**config.mk**
```make
export PLATFORM = sky130hd
export DESIGN_NAME = fpnew_result_sink
export DESIGN_NICKNAME = d
export VERILOG_FILES = /design/src/rtl/fpnew_result_sink.sv
export SDC_FILE = /design/constraint.sdc
export NUM_CORES = 1
export LEC_CHECK = 0
export CELL_PAD_IN_SITES_DETAIL_PLACEMENT = 1
export CELL_PAD_IN_SITES_GLOBAL_PLACEMENT = 1
export CORE_MARGIN = 2
export CORE_UTILIZATION = 44
export DETAILED_ROUTE_END_ITERATION = 8
export GPL_ROUTABILITY_DRIVEN = 0
export PLACE_DENSITY_LB_ADDON = 0.3
export SYNTH_ARGS = -nofsm -noshare
export SYNTH_HDL_FRONTEND = slang
export SYNTH_SLANG_ARGS = --single-unit
export TNS_END_PERCENT = 5
```
**constraint.sdc**
```tcl
create_clock -name clk_i -period 2.8 [get_ports clk_i]
set_input_delay 0.56 -clock clk_i [delete_from_list [all_inputs] [get_ports clk_i]]
set_output_delay 0.56 -clock clk_i [all_outputs]
set_load 0.02 [all_outputs]
```
**src/rtl/fpnew_result_sink.sv**
```systemverilog
// Result sink for the FP16 FPU output port: buffers result/status/tag in a small
// FIFO, accumulates sticky exception flags and counts accepted and NaN results.
module fpnew_result_sink #(
   parameter int WIDTH = 16,
   parameter int DEPTH = 4,
   parameter int CNT_W = 16
) (
   input  logic             clk_i,
   input  logic             rst_i,
   input  logic [WIDTH-1:0] res_i,
   input  logic [4:0]       status_i,
   input  logic             tag_i,
   input  logic             res_valid_i,
   output logic             res_ready_o,
   output logic [WIDTH-1:0] out_data_o,
   output logic [4:0]       out_status_o,
   output logic             out_tag_o,
   output logic             out_valid_o,
   input  logic             out_ready_i,
   input  logic             clear_flags_i,
   output logic [4:0]       fflags_o,
   output logic [CNT_W-1:0] res_count_o,
   output logic [CNT_W-1:0] nan_count_o,
   output logic             full_o
);

   localparam int AW = (DEPTH > 1) ? $clog2(DEPTH) : 1;
   localparam logic [AW:0] FULL_OCC = (AW + 1)'(DEPTH);

   logic [WIDTH-1:0] r_mem_data   [DEPTH];
   logic [4:0]       r_mem_status [DEPTH];
   logic             r_mem_tag    [DEPTH];
   logic [AW-1:0]    r_wr_ptr;
   logic [AW-1:0]    r_rd_ptr;
   logic [AW:0]      r_occ;
   logic [4:0]       r_fflags;
   logic [CNT_W-1:0] r_res_count;
   logic [CNT_W-1:0] r_nan_count;

   logic w_ready;
   logic w_push;
   logic w_pop;
   logic w_is_nan;

   // Ready looks only at occupancy, so a pop in a full cycle never admits a push.
   assign w_ready  = !rst_i && (r_occ < FULL_OCC);
   assign w_push   = res_valid_i && w_ready;
   assign w_pop    = (r_occ != '0) && out_ready_i;
   assign w_is_nan = (res_i[14:10] == 5'h1F) && (res_i[9:0] != 10'd0);

   assign res_ready_o  = w_ready;
   assign out_valid_o  = (r_occ != '0);
   assign out_data_o   = r_mem_data[r_rd_ptr];
   assign out_status_o = r_mem_status[r_rd_ptr];
   assign out_tag_o    = r_mem_tag[r_rd_ptr];
   assign full_o       = (r_occ == FULL_OCC);
   assign fflags_o     = r_fflags;
   assign res_count_o  = r_res_count;
   assign nan_count_o  = r_nan_count;

   // Storage needs no reset: an entry is only readable after it was written.
   always_ff @(posedge clk_i) begin
      if (w_push) begin
         r_mem_data[r_wr_ptr]   <= res_i;
         r_mem_status[r_wr_ptr] <= status_i;
         r_mem_tag[r_wr_ptr]    <= tag_i;
      end
   end

   always_ff @(posedge clk_i) begin
      if (rst_i) begin
         r_wr_ptr    <= '0;
         r_rd_ptr    <= '0;
         r_occ       <= '0;
         r_fflags    <= '0;
         r_res_count <= '0;
         r_nan_count <= '0;
      end else begin
         if (w_push) r_wr_ptr <= r_wr_ptr + 1'b1;
         if (w_pop)  r_rd_ptr <= r_rd_ptr + 1'b1;
         case ({w_push, w_pop})
            2'b10:   r_occ <= r_occ + 1'b1;
            2'b01:   r_occ <= r_occ - 1'b1;
            default: r_occ <= r_occ;
         endcase
         if (w_push)
            r_fflags <= (clear_flags_i ? 5'd0 : r_fflags) | status_i;
         else if (clear_flags_i)
            r_fflags <= 5'd0;
         if (w_push && (r_res_count != '1))
            r_res_count <= r_res_count + 1'b1;
         if (w_push && w_is_nan && (r_nan_count != '1))
            r_nan_count <= r_nan_count + 1'b1;
      end
   end

endmodule
```
Fig. 1: cell placement
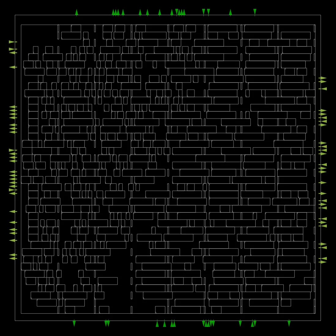
Tap Cells: 168
seq_cells: 134

Fig. 2: sequential cells grouped by signal name
The bar under the picture is 20 microns long. Other sequential cells in the stronger grey, the rest of the logic in the fainter grey.
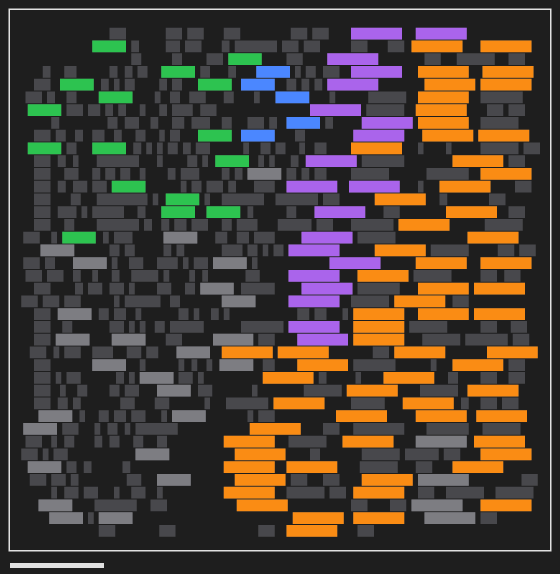
Key: orange = `r_mem_data` [sequential cells 64]; purple = `r_mem_status` [sequential cells 20]; green = `nan_count_o` [sequential cells 16]; blue = `fflags_o` [sequential cells 5, where north]
Another 29 sequential cells are not coloured.

## layout make-up
type | instances | area [sq um]
clock buffers | 21 | 440
clock inverters | 11 | 109
fillers | 1166 | 4890
inverters | 7 | 26.3
multi-input cells | 226 | 1800
flip-flops and latches | 134 | 3570
well taps | 168 | 210
repair buffers | 101 | 1020
## metrics by stage
| stage | util [%] | instance area (sq um) |
|---|---|---|
| 3_3_place_gp | 54.9 | 6620 |
| 6_report | 59.5 | 7180 |
| 4_1_cts | 59.5 | 7170 |
| 5_1_grt | 59.5 | 7180 |
| 3_5_place_dp | 54.9 | 6620 |
| 2_1_floorplan | - | 5440 |
==> flow_metrics.tcl <==
# implementation run metrics
set metrics [dict create \
    drc 0 \
    grt_overflow 0 \
    ys_area_sq_um 5440 \
    ant_nets 0 \
    hold_path_end "res_count_o[4]" \
    synth.most_common_cell "edfxtp_1" \
    cp_cell_sequence "buf_12 > mux4_2 > clkdlybuf4s50_1" \
    htreeDepth 4 \
    vdd_drop_max_mv 0.434 \
    setup_ws_ns 0.143 \
    top_area_share_pct 48.6 \
    power_frac_seq_pct 41.6 \
    postSynthSeqShare_pct 65.5 \
    port_buffers 88 \
    period_used_pct 94.9 \
    ys_sh_mux_pct 11.0 \
    topCellsByArea "edfxtp_1 (49%), dfxtp_1 (17%), mux4_2 (9.1%)" \
    whs_ns 0.494 \
    cp.depth 3 \
    critPathMaxStageDelay_ns 0.58 \
    dr.pass1.iters 4 \
    ys_warn_count 0 \
    lay_top_cells "edfxtp_1 (88), clkdlybuf4s50_1 (87), dfxtp_1 (45), nor2_1 (38), mux4_2 (22)" \
    dp_hpwl_microns 8090 \
    setup_violations 0 \
    met2WireLength_microns 5960 \
    largest-register "r_mem_data" \
    drt-met1-wl_microns 5510 \
    die_w_microns 115 \
    clk-power_w 0.00207 \
    ff_type "edfxtp_1" \
    antenna_cells 0 \
    drive_above_1_share_pct 14.6 \
    die_h_microns 115 \
    slew_headroom_pct 71.4 \
    clk_pin_slew_ns 0.05 \
    synthXorXnorAreaFrac_pct 2.25 \
    worst_slew_pin_slew_ns 0.428 \
    end_kind "output pin" \
    critical_path.top_delay_family "buffers and inverters" \
    clock-skew-final_ns 0.0100 \
    common_cells "edfxtp_1 (88), dfxtp_1 (46), nor2_1 (38)" \
    synth-edff-count 88 \
    grt_setup_unrepaired "false" \
    routedWlPerCell_microns 18.2 \
    rr_worst_depth 8 \
    reg_top3 "r_mem_data x64, r_mem_status x20" \
    nets 522 \
    grt_pass1_vias 3708 \
    grtUsageMet1_pct 25.0 \
    worstPathMaxFanout 7 \
    critPathSlowestCell "clkdlybuf4s50_1" \
    clock-sinks 134 \
    ys_cells 380 \
    logic_family "simple AND/OR/NAND/NOR gates" \
    grt_max_degree 30 \
    row_count 40 \
    pwr-share-comb_pct 21.0 \
    intPower_w 0.00413 \
    p_comb_w 0.00116 \
    hold_class "flop to flop" \
    finalSetupTns_ns 0 \
    cp_num_buf_inv 2 \
    ys_sh_adder_pct 1.98 \
    status "finished clean" \
    p_clk_share_pct 37.4 \
    fp_nets 415 \
    cts_resized 0 \
    wl_met3_microns 546 \
    drt_iter0_markers 233 \
    chip_area_sq_um 13300 \
    clock_path_buffers 2 \
    clk_latency_ns 0.42 \
    floorplan.core_util_pct 45.1 \
    p_switching_w 0.00140 \
    synth_cell_type_count 43 \
    vias_per_cell 5.25 \
    power_leakage_nw 2.43 \
    reg2reg_to "r_occ[2]" \
    syn_area_per_cell_sq_um 14.3 \
    slew_violations 0 \
    start_kind "flop" \
    ys_async_sr_fraction_pct 0 \
    cts-hold-fix-buffers 0 \
    reg2reg_from "r_occ[2]" \
    grt_pass1_wl_microns 19400 \
    aoi_share_pct 3.84 \
    antenna_found_initial 0 \
    layout_top_cell "edfxtp_1" \
    tool_warnings 29 \
    dpl_worst_slack_ns 0.114 \
    min_path_cells 1 \
    place_inst 636 \
    cap_violations 0 \
    vias 3506 \
    required_ns 2.24 \
    grtUsageMet2_pct 31.8 \
    ys.flops 134 \
    largestPowerGroup "sequential cells" \
    ys_sh_simple_pct 14.0 \
    crit_type "flop to output pin" \
    grtUsageMet3_pct 6.85 \
    ios 89 \
    power_w 0.00553 \
    synth_area_sq_um 5440 \
    top_layer "met4" \
    syn_inst 380 \
    seq_cell_power_w 0.00230 \
    endpoint "out_status_o[0]" \
    largest_reg_flops 64 \
    globalRouteTotalUtil_pct 19.6 \
    core_sq_um 12100 \
    switching_share_pct 25.3 \
    power_density_nw_per_um2 771 \
    fin_crit_ns 2.66 \
    cts_buffers 17 \
    ff2ff_setup_slack_ns 0.59 \
    synth_top_cell_by_area "edfxtp_1" \
    finalNonFillerCells 668 \
    post_cts_buffers 0 \
    worst_ep_arrival_time_ns 2.10 \
    busiest_layer "met2" \
    final_hold_viol_count 0 \
    wirelength_microns 12100 \
    cts_tree "built" \
    cts-root-buf "clkbuf_16" \
    syn_to_final_growth_pct 31.9 \
    fmax_mhz 376 \
    min-delay-start "res_count_o[4]" \
]
Power and IR drop assume default switching activity.
